$ cat src/rtl/regfile_we_pkg.sv
// Shared constants and elaboration-time helpers for the register file slice.
package regfile_we_pkg;

   localparam int RF_WIDTH_DEF    = 8;
   localparam int RF_DEPTH_DEF    = 8;
   localparam int RF_ADDR_W_DEF   = 3;
   localparam int RF_ZERO_REG_DEF = 1;
   localparam int RF_BYPASS_DEF   = 1;

   // True when an ADDR_W-bit address can reach every one of depth entries.
   function automatic bit f_addr_w_ok(input int depth, input int addr_w);
      return (addr_w >= 1) && (addr_w < 31) && ((1 << addr_w) >= depth);
   endfunction

endpackage

$ cat src/rtl/regfile_we_if.sv
// Write/read bus of the register file: the writeback stage writes,
// the operand fetch stage reads through two independent ports.
interface regfile_we_if
   import regfile_we_pkg::*;
#(
   parameter int WIDTH  = RF_WIDTH_DEF,
   parameter int ADDR_W = RF_ADDR_W_DEF
);
   logic              we;
   logic [ADDR_W-1:0] waddr;
   logic [WIDTH-1:0]  wdata;
   logic [ADDR_W-1:0] raddr0;
   logic [ADDR_W-1:0] raddr1;
   logic [WIDTH-1:0]  rdata0;
   logic [WIDTH-1:0]  rdata1;
   logic              wr_err;

   modport master (
      output we, waddr, wdata, raddr0, raddr1,
      input  rdata0, rdata1, wr_err
   );

   modport slave (
      input  we, waddr, wdata, raddr0, raddr1,
      output rdata0, rdata1, wr_err
   );
endinterface

$ cat src/rtl/regfile_we_register_we.sv
// Single WIDTH-bit storage register with load enable and synchronous clear.
module register_we
   import regfile_we_pkg::*;
#(
   parameter int WIDTH = RF_WIDTH_DEF
) (
   input  logic             clk,
   input  logic             reset,
   input  logic             i_en,
   input  logic [WIDTH-1:0] i_d,
   output logic [WIDTH-1:0] o_q
);

   logic [WIDTH-1:0] r_q;

   // Clear has priority over load.
   always_ff @(posedge clk) begin
      if (reset)
         r_q <= '0;
      else if (i_en)
         r_q <= i_d;
   end

   assign o_q = r_q;

endmodule

$ cat src/rtl/regfile_we.sv
// DEPTH x WIDTH register file: one enabled synchronous write port, two
// combinational read ports, optional hardwired-zero entry 0 and optional
// same-cycle write-to-read bypass. wr_err flags a dropped write one cycle later.
module regfile_we
   import regfile_we_pkg::*;
#(
   parameter int WIDTH    = RF_WIDTH_DEF,
   parameter int DEPTH    = RF_DEPTH_DEF,
   parameter int ADDR_W   = RF_ADDR_W_DEF,
   parameter int ZERO_REG = RF_ZERO_REG_DEF,
   parameter int BYPASS   = RF_BYPASS_DEF
) (
   input logic          clk,
   input logic          reset,
   regfile_we_if.slave  bus
);

   if (!f_addr_w_ok(DEPTH, ADDR_W)) begin : g_bad_addr_w
      $error("regfile_we: ADDR_W=%0d cannot address DEPTH=%0d entries", ADDR_W, DEPTH);
   end
   if (WIDTH < 1 || DEPTH < 2) begin : g_bad_size
      $error("regfile_we: WIDTH must be >=1 and DEPTH >=2");
   end

   // One extra bit so DEPTH == 2**ADDR_W still compares correctly.
   localparam logic [ADDR_W:0] LP_DEPTH = (ADDR_W+1)'(DEPTH);

   logic             w_wr_req;
   logic             w_tgt_ok;
   logic             w_wr_do;
   logic             w_wr_drop;
   logic [WIDTH-1:0] w_q [DEPTH];
   logic [WIDTH-1:0] w_rd0;
   logic [WIDTH-1:0] w_rd1;
   logic             r_wr_err;

   // A write is only attempted outside reset; it lands only on an existing,
   // writable entry, otherwise it is dropped and flagged.
   assign w_wr_req  = bus.we & ~reset;
   assign w_tgt_ok  = ({1'b0, bus.waddr} < LP_DEPTH) &&
                      !((ZERO_REG != 0) && (bus.waddr == '0));
   assign w_wr_do   = w_wr_req & w_tgt_ok;
   assign w_wr_drop = w_wr_req & ~w_tgt_ok;

   for (genvar i = 0; i < DEPTH; i++) begin : g_entry
      if ((ZERO_REG != 0) && (i == 0)) begin : g_zero
         assign w_q[i] = '0;
      end else begin : g_reg
         register_we #(.WIDTH(WIDTH)) u_reg (
            .clk   (clk),
            .reset (reset),
            .i_en  (w_wr_do && (bus.waddr == ADDR_W'(i))),
            .i_d   (bus.wdata),
            .o_q   (w_q[i])
         );
      end
   end

   // Dropped-write flag, refreshed every clock.
   always_ff @(posedge clk) begin
      if (reset)
         r_wr_err <= 1'b0;
      else
         r_wr_err <= w_wr_drop;
   end

   // Read port 0: out-of-range addresses never match and read zero.
   always_comb begin
      w_rd0 = '0;
      for (int i = 0; i < DEPTH; i++)
         if (bus.raddr0 == ADDR_W'(i)) w_rd0 = w_q[i];
      if ((BYPASS != 0) && w_wr_do && (bus.raddr0 == bus.waddr))
         w_rd0 = bus.wdata;
   end

   // Read port 1: identical to port 0, fully independent.
   always_comb begin
      w_rd1 = '0;
      for (int i = 0; i < DEPTH; i++)
         if (bus.raddr1 == ADDR_W'(i)) w_rd1 = w_q[i];
      if ((BYPASS != 0) && w_wr_do && (bus.raddr1 == bus.waddr))
         w_rd1 = bus.wdata;
   end

   assign bus.rdata0 = w_rd0;
   assign bus.rdata1 = w_rd1;
   assign bus.wr_err = r_wr_err;

endmodule

$ cat src/flat_wrapper.sv
// flat-port wrapper written by rule: the top's interface ports become plain ports
module regfile_we_flat import regfile_we_pkg::*;
#(
   parameter int WIDTH    = RF_WIDTH_DEF,
   parameter int DEPTH    = RF_DEPTH_DEF,
   parameter int ADDR_W   = RF_ADDR_W_DEF,
   parameter int ZERO_REG = RF_ZERO_REG_DEF,
   parameter int BYPASS   = RF_BYPASS_DEF
)
  (clk, reset, bus_we, bus_waddr, bus_wdata, bus_raddr0, bus_raddr1, bus_rdata0, bus_rdata1, bus_wr_err);
  regfile_we_if #(.WIDTH(WIDTH), .ADDR_W(ADDR_W)) bus_i ();
  input logic clk;
  input logic reset;
  input wire logic [$bits(bus_i.we)-1:0] bus_we;
  input wire logic [$bits(bus_i.waddr)-1:0] bus_waddr;
  input wire logic [$bits(bus_i.wdata)-1:0] bus_wdata;
  input wire logic [$bits(bus_i.raddr0)-1:0] bus_raddr0;
  input wire logic [$bits(bus_i.raddr1)-1:0] bus_raddr1;
  output wire logic [$bits(bus_i.rdata0)-1:0] bus_rdata0;
  output wire logic [$bits(bus_i.rdata1)-1:0] bus_rdata1;
  output wire logic [$bits(bus_i.wr_err)-1:0] bus_wr_err;
  assign bus_i.we = bus_we;
  assign bus_i.waddr = bus_waddr;
  assign bus_i.wdata = bus_wdata;
  assign bus_i.raddr0 = bus_raddr0;
  assign bus_i.raddr1 = bus_raddr1;
  assign bus_rdata0 = bus_i.rdata0;
  assign bus_rdata1 = bus_i.rdata1;
  assign bus_wr_err = bus_i.wr_err;
  regfile_we #(.WIDTH(WIDTH), .DEPTH(DEPTH), .ADDR_W(ADDR_W), .ZERO_REG(ZERO_REG), .BYPASS(BYPASS)) u_core (.clk(clk), .reset(reset), .bus(bus_i));
endmodule
$ cat config.mk
export PLATFORM = sky130hd
export DESIGN_NAME = regfile_we_flat
export DESIGN_NICKNAME = d
export VERILOG_FILES = /design/src/rtl/regfile_we_pkg.sv /design/src/rtl/regfile_we_if.sv /design/src/rtl/regfile_we_register_we.sv /design/src/rtl/regfile_we.sv /design/src/flat_wrapper.sv
export SDC_FILE = /design/constraint.sdc
export NUM_CORES = 1
export LEC_CHECK = 0
export ABC_AREA = 0
export CAP_MARGIN = 20
export CELL_PAD_IN_SITES_DETAIL_PLACEMENT = 0
export CELL_PAD_IN_SITES_GLOBAL_PLACEMENT = 1
export CORE_MARGIN = 3
export CORE_UTILIZATION = 42
export CTS_CLUSTER_DIAMETER = 60
export CTS_CLUSTER_SIZE = 10
export DETAILED_ROUTE_END_ITERATION = 10
export PLACE_DENSITY = 0.83
export SYNTH_ARGS = -nofsm -noshare
export SYNTH_HDL_FRONTEND = slang
export SYNTH_SLANG_ARGS = --single-unit
$ cat constraint.sdc
create_clock -name clk -period 2.67 [get_ports clk]
set_clock_uncertainty 0.05 [all_clocks]
set_input_delay 0.534 -clock clk [delete_from_list [all_inputs] [get_ports clk]]
set_output_delay 0.534 -clock clk [all_outputs]
set_load 0.03 [all_outputs]
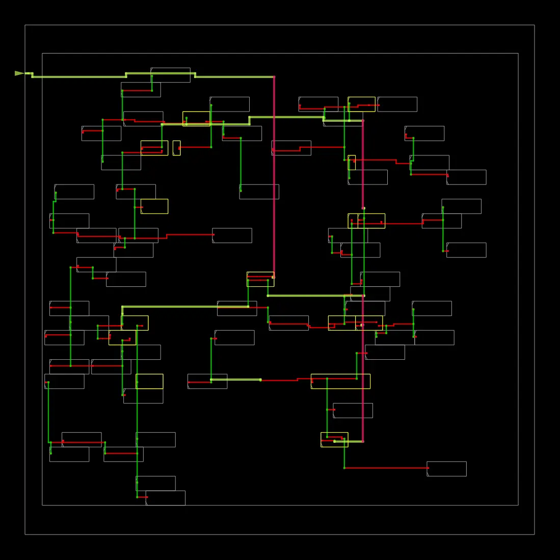
Figure 1: clock routing.
Insertion Delay late pin: 350 ps
clk sinks: 57

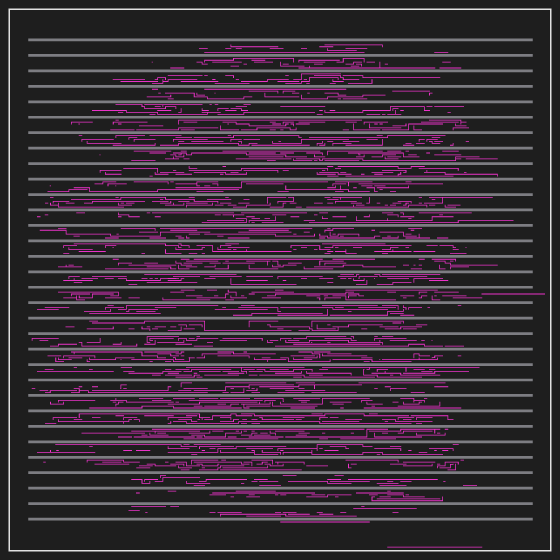
Figure 2: metal 1.
Supply wires on this layer in grey.
- nets with wire on the layer: 443
- main direction: horizontal
- wire length on this layer: 4800 um

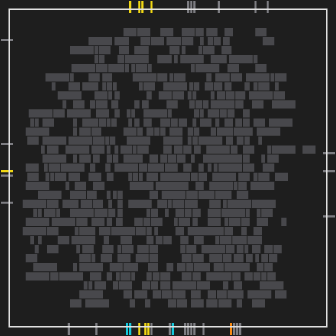
Figure 3: pin placement.
Pins as bars across the die edge, other pins in grey.
- bus_wr_err: orange (pins 1; direction output; edge bottom)
- bus_waddr: cyan (pins 3; direction input; edge bottom)
- bus_rdata1: yellow (pins 8; direction output; edge 4 top, 3 bottom, 1 left)
- all pins by edge: 19 bottom, 10 top, 5 left, 3 right

==> metrics.yaml <==
setup_path:
  slowest_stage: "or4_4"
  critical_path.max_stage_delay_ps: 600
  worstSetupPathType: "in -> out"
  r2r_start: "u_core.g_entry[4].g_reg.u_reg.o_q[2]$_SDFFE_PP0P_"
  crit_chain: "dlygate4sd2_1, xor2_1, or4_4, buf_12, o22ai_4, buf_6"
  cp-start-kind: "input pin"
  cp_max_fo: 8
power_and_ir_drop:
  seq_cell_power_mw: 0.871
  combPwrFrac_pct: 19.9
  power.total_mw: 2.16
  power_density_mw_per_mm2: 487
  p_sw_share_pct: 27.9
  p_clk_share_pct: 39.7
  power_clock_mw: 0.855
  pwr-share-seq_pct: 40.4
  p_int_mw: 1.55
clocking:
  htreeDepth: 3
  cts_max_path_buffers: 2
  cts_made_buffers: 9
  cts_tree: "yes"
  cts.clk_slew.worst_paths_ps: 60
cells_and_area:
  layout_top_cell: "nor2_1"
  logic_area_sq_mm: 0.00214
  drive_gt1_share_pct: 30.5
  final_nets: 474
floorplanning:
  core_util_floorplan_pct: 44.5
  chip_area_sq_mm: 0.00903
  die_x_um: 95.0
  die_y_um: 95.0
global_routing:
  use_met1_pct: 33.6
  grt_pass1_wl_mm: 16.8
  grt_overflow: 0
  use_met2_pct: 38.9
  grt_max_degree: 57
  busiest_layer: "met2"
  grt_pass1_vias: 3107
  track_usage_pct: 24.8
synthesis:
  ys_seq_share_pct: 34.3
  synth_top_flop_cell: "dfxtp_1"
  yosysChipArea_sq_mm: 0.00333
  netlist_top_cells_count: "70 x nor2_1, 64 x mux2i_1, 57 x dfxtp_1, 23 x clkbuf_1, 20 x o21ai_0"
  top_area_share_pct: 34.3
  edf_count: 0
  synthArstFlopShare_pct: 0
  synthCells: 400
job:
  warnings: 26
drt:
  met1_length_mm: 4.80
  detail-route-antenna-nets: 0
  drt_iter0_drc: 301
  drtPass1Iterations: 5
  wl_met2_mm: 5.04
  totalWireLength_mm: 10.7
  vias: 3291
sta:
  worst_pin_slew_ps: 644
  report.final.hold_viol_count: 0
  drv_slew: 0
  max_freq_ghz: 0.381
placement:
  dp_worst_setup_slack_ps: -297
  io_buffers: 36
  place_congestion: 0.901
min_path:
  hold_depth: 2
outcome:
  status: "finished, final reports clean"
-- through the flow --
| stage | hold WS, ps | std cells | utilization [%] | instance area (sq um) | TNS [ps] |
|---|---|---|---|---|---|
| finish | 472 | 558 | 59.2 | 4430 | 0 |
| floorplan | 422 | 400 | - | 3330 | 0 |
| detailed placement | 451 | 535 | 52.4 | 3920 | -3680 |
| CTS | 473 | 556 | 58.1 | 4350 | 0 |
| global placement | 444 | 535 | 52.4 | 3920 | -3270 |
| global route | 507 | 558 | 59.2 | 4430 | -88.8 |
-- timing repair --
item / in CTS / in global routing
hold endpoints to repair: 0 / 0
pin swaps: 6 / 3
gates cloned: 3 / 1
endpoints found under the setup margin: 16 / 13
setup buffers: 2 / 1
resized: 60 / 29
hold buffers: 0 / 0
-- cell families after synthesis --
logic type	after synthesis	synth area share (%)
AND/OR/NAND/NOR	125	16.9
flip-flops	57	34.3
XOR/XNOR	6	1.58
buffers and inverters	47	6.05
multiplexers	78	24.0
AND-OR/OR-AND	87	17.2
-- how the worst max path moves through the flow --
stage	start	to	cells after the start	slack, ps
6_report	bus_raddr1[1]	bus_rdata1[1]	6	50
5_1_grt	bus_raddr0[0]	bus_rdata0[3]	7	-20
4_1_cts	bus_raddr1[0]	bus_rdata1[4]	7	10
3_5_place_dp	bus_raddr0[1]	bus_rdata0[1]	9	-300
3_3_place_gp	bus_waddr[0]	bus_rdata1[1]	7	-270
2_1_floorplan	bus_raddr0[1]	bus_rdata0[0]	7	110
-- cell type report --
type | instances | share of cell area (%)
clock buffers | 14 | 3.90
clock inverters | 2 | 0.791
inverters | 6 | 0.509
multi-input cells | 296 | 48.3
flip-flops and latches | 57 | 25.8
well taps | 99 | 2.80
repair buffers | 84 | 17.9
Power and IR drop assume default switching activity.
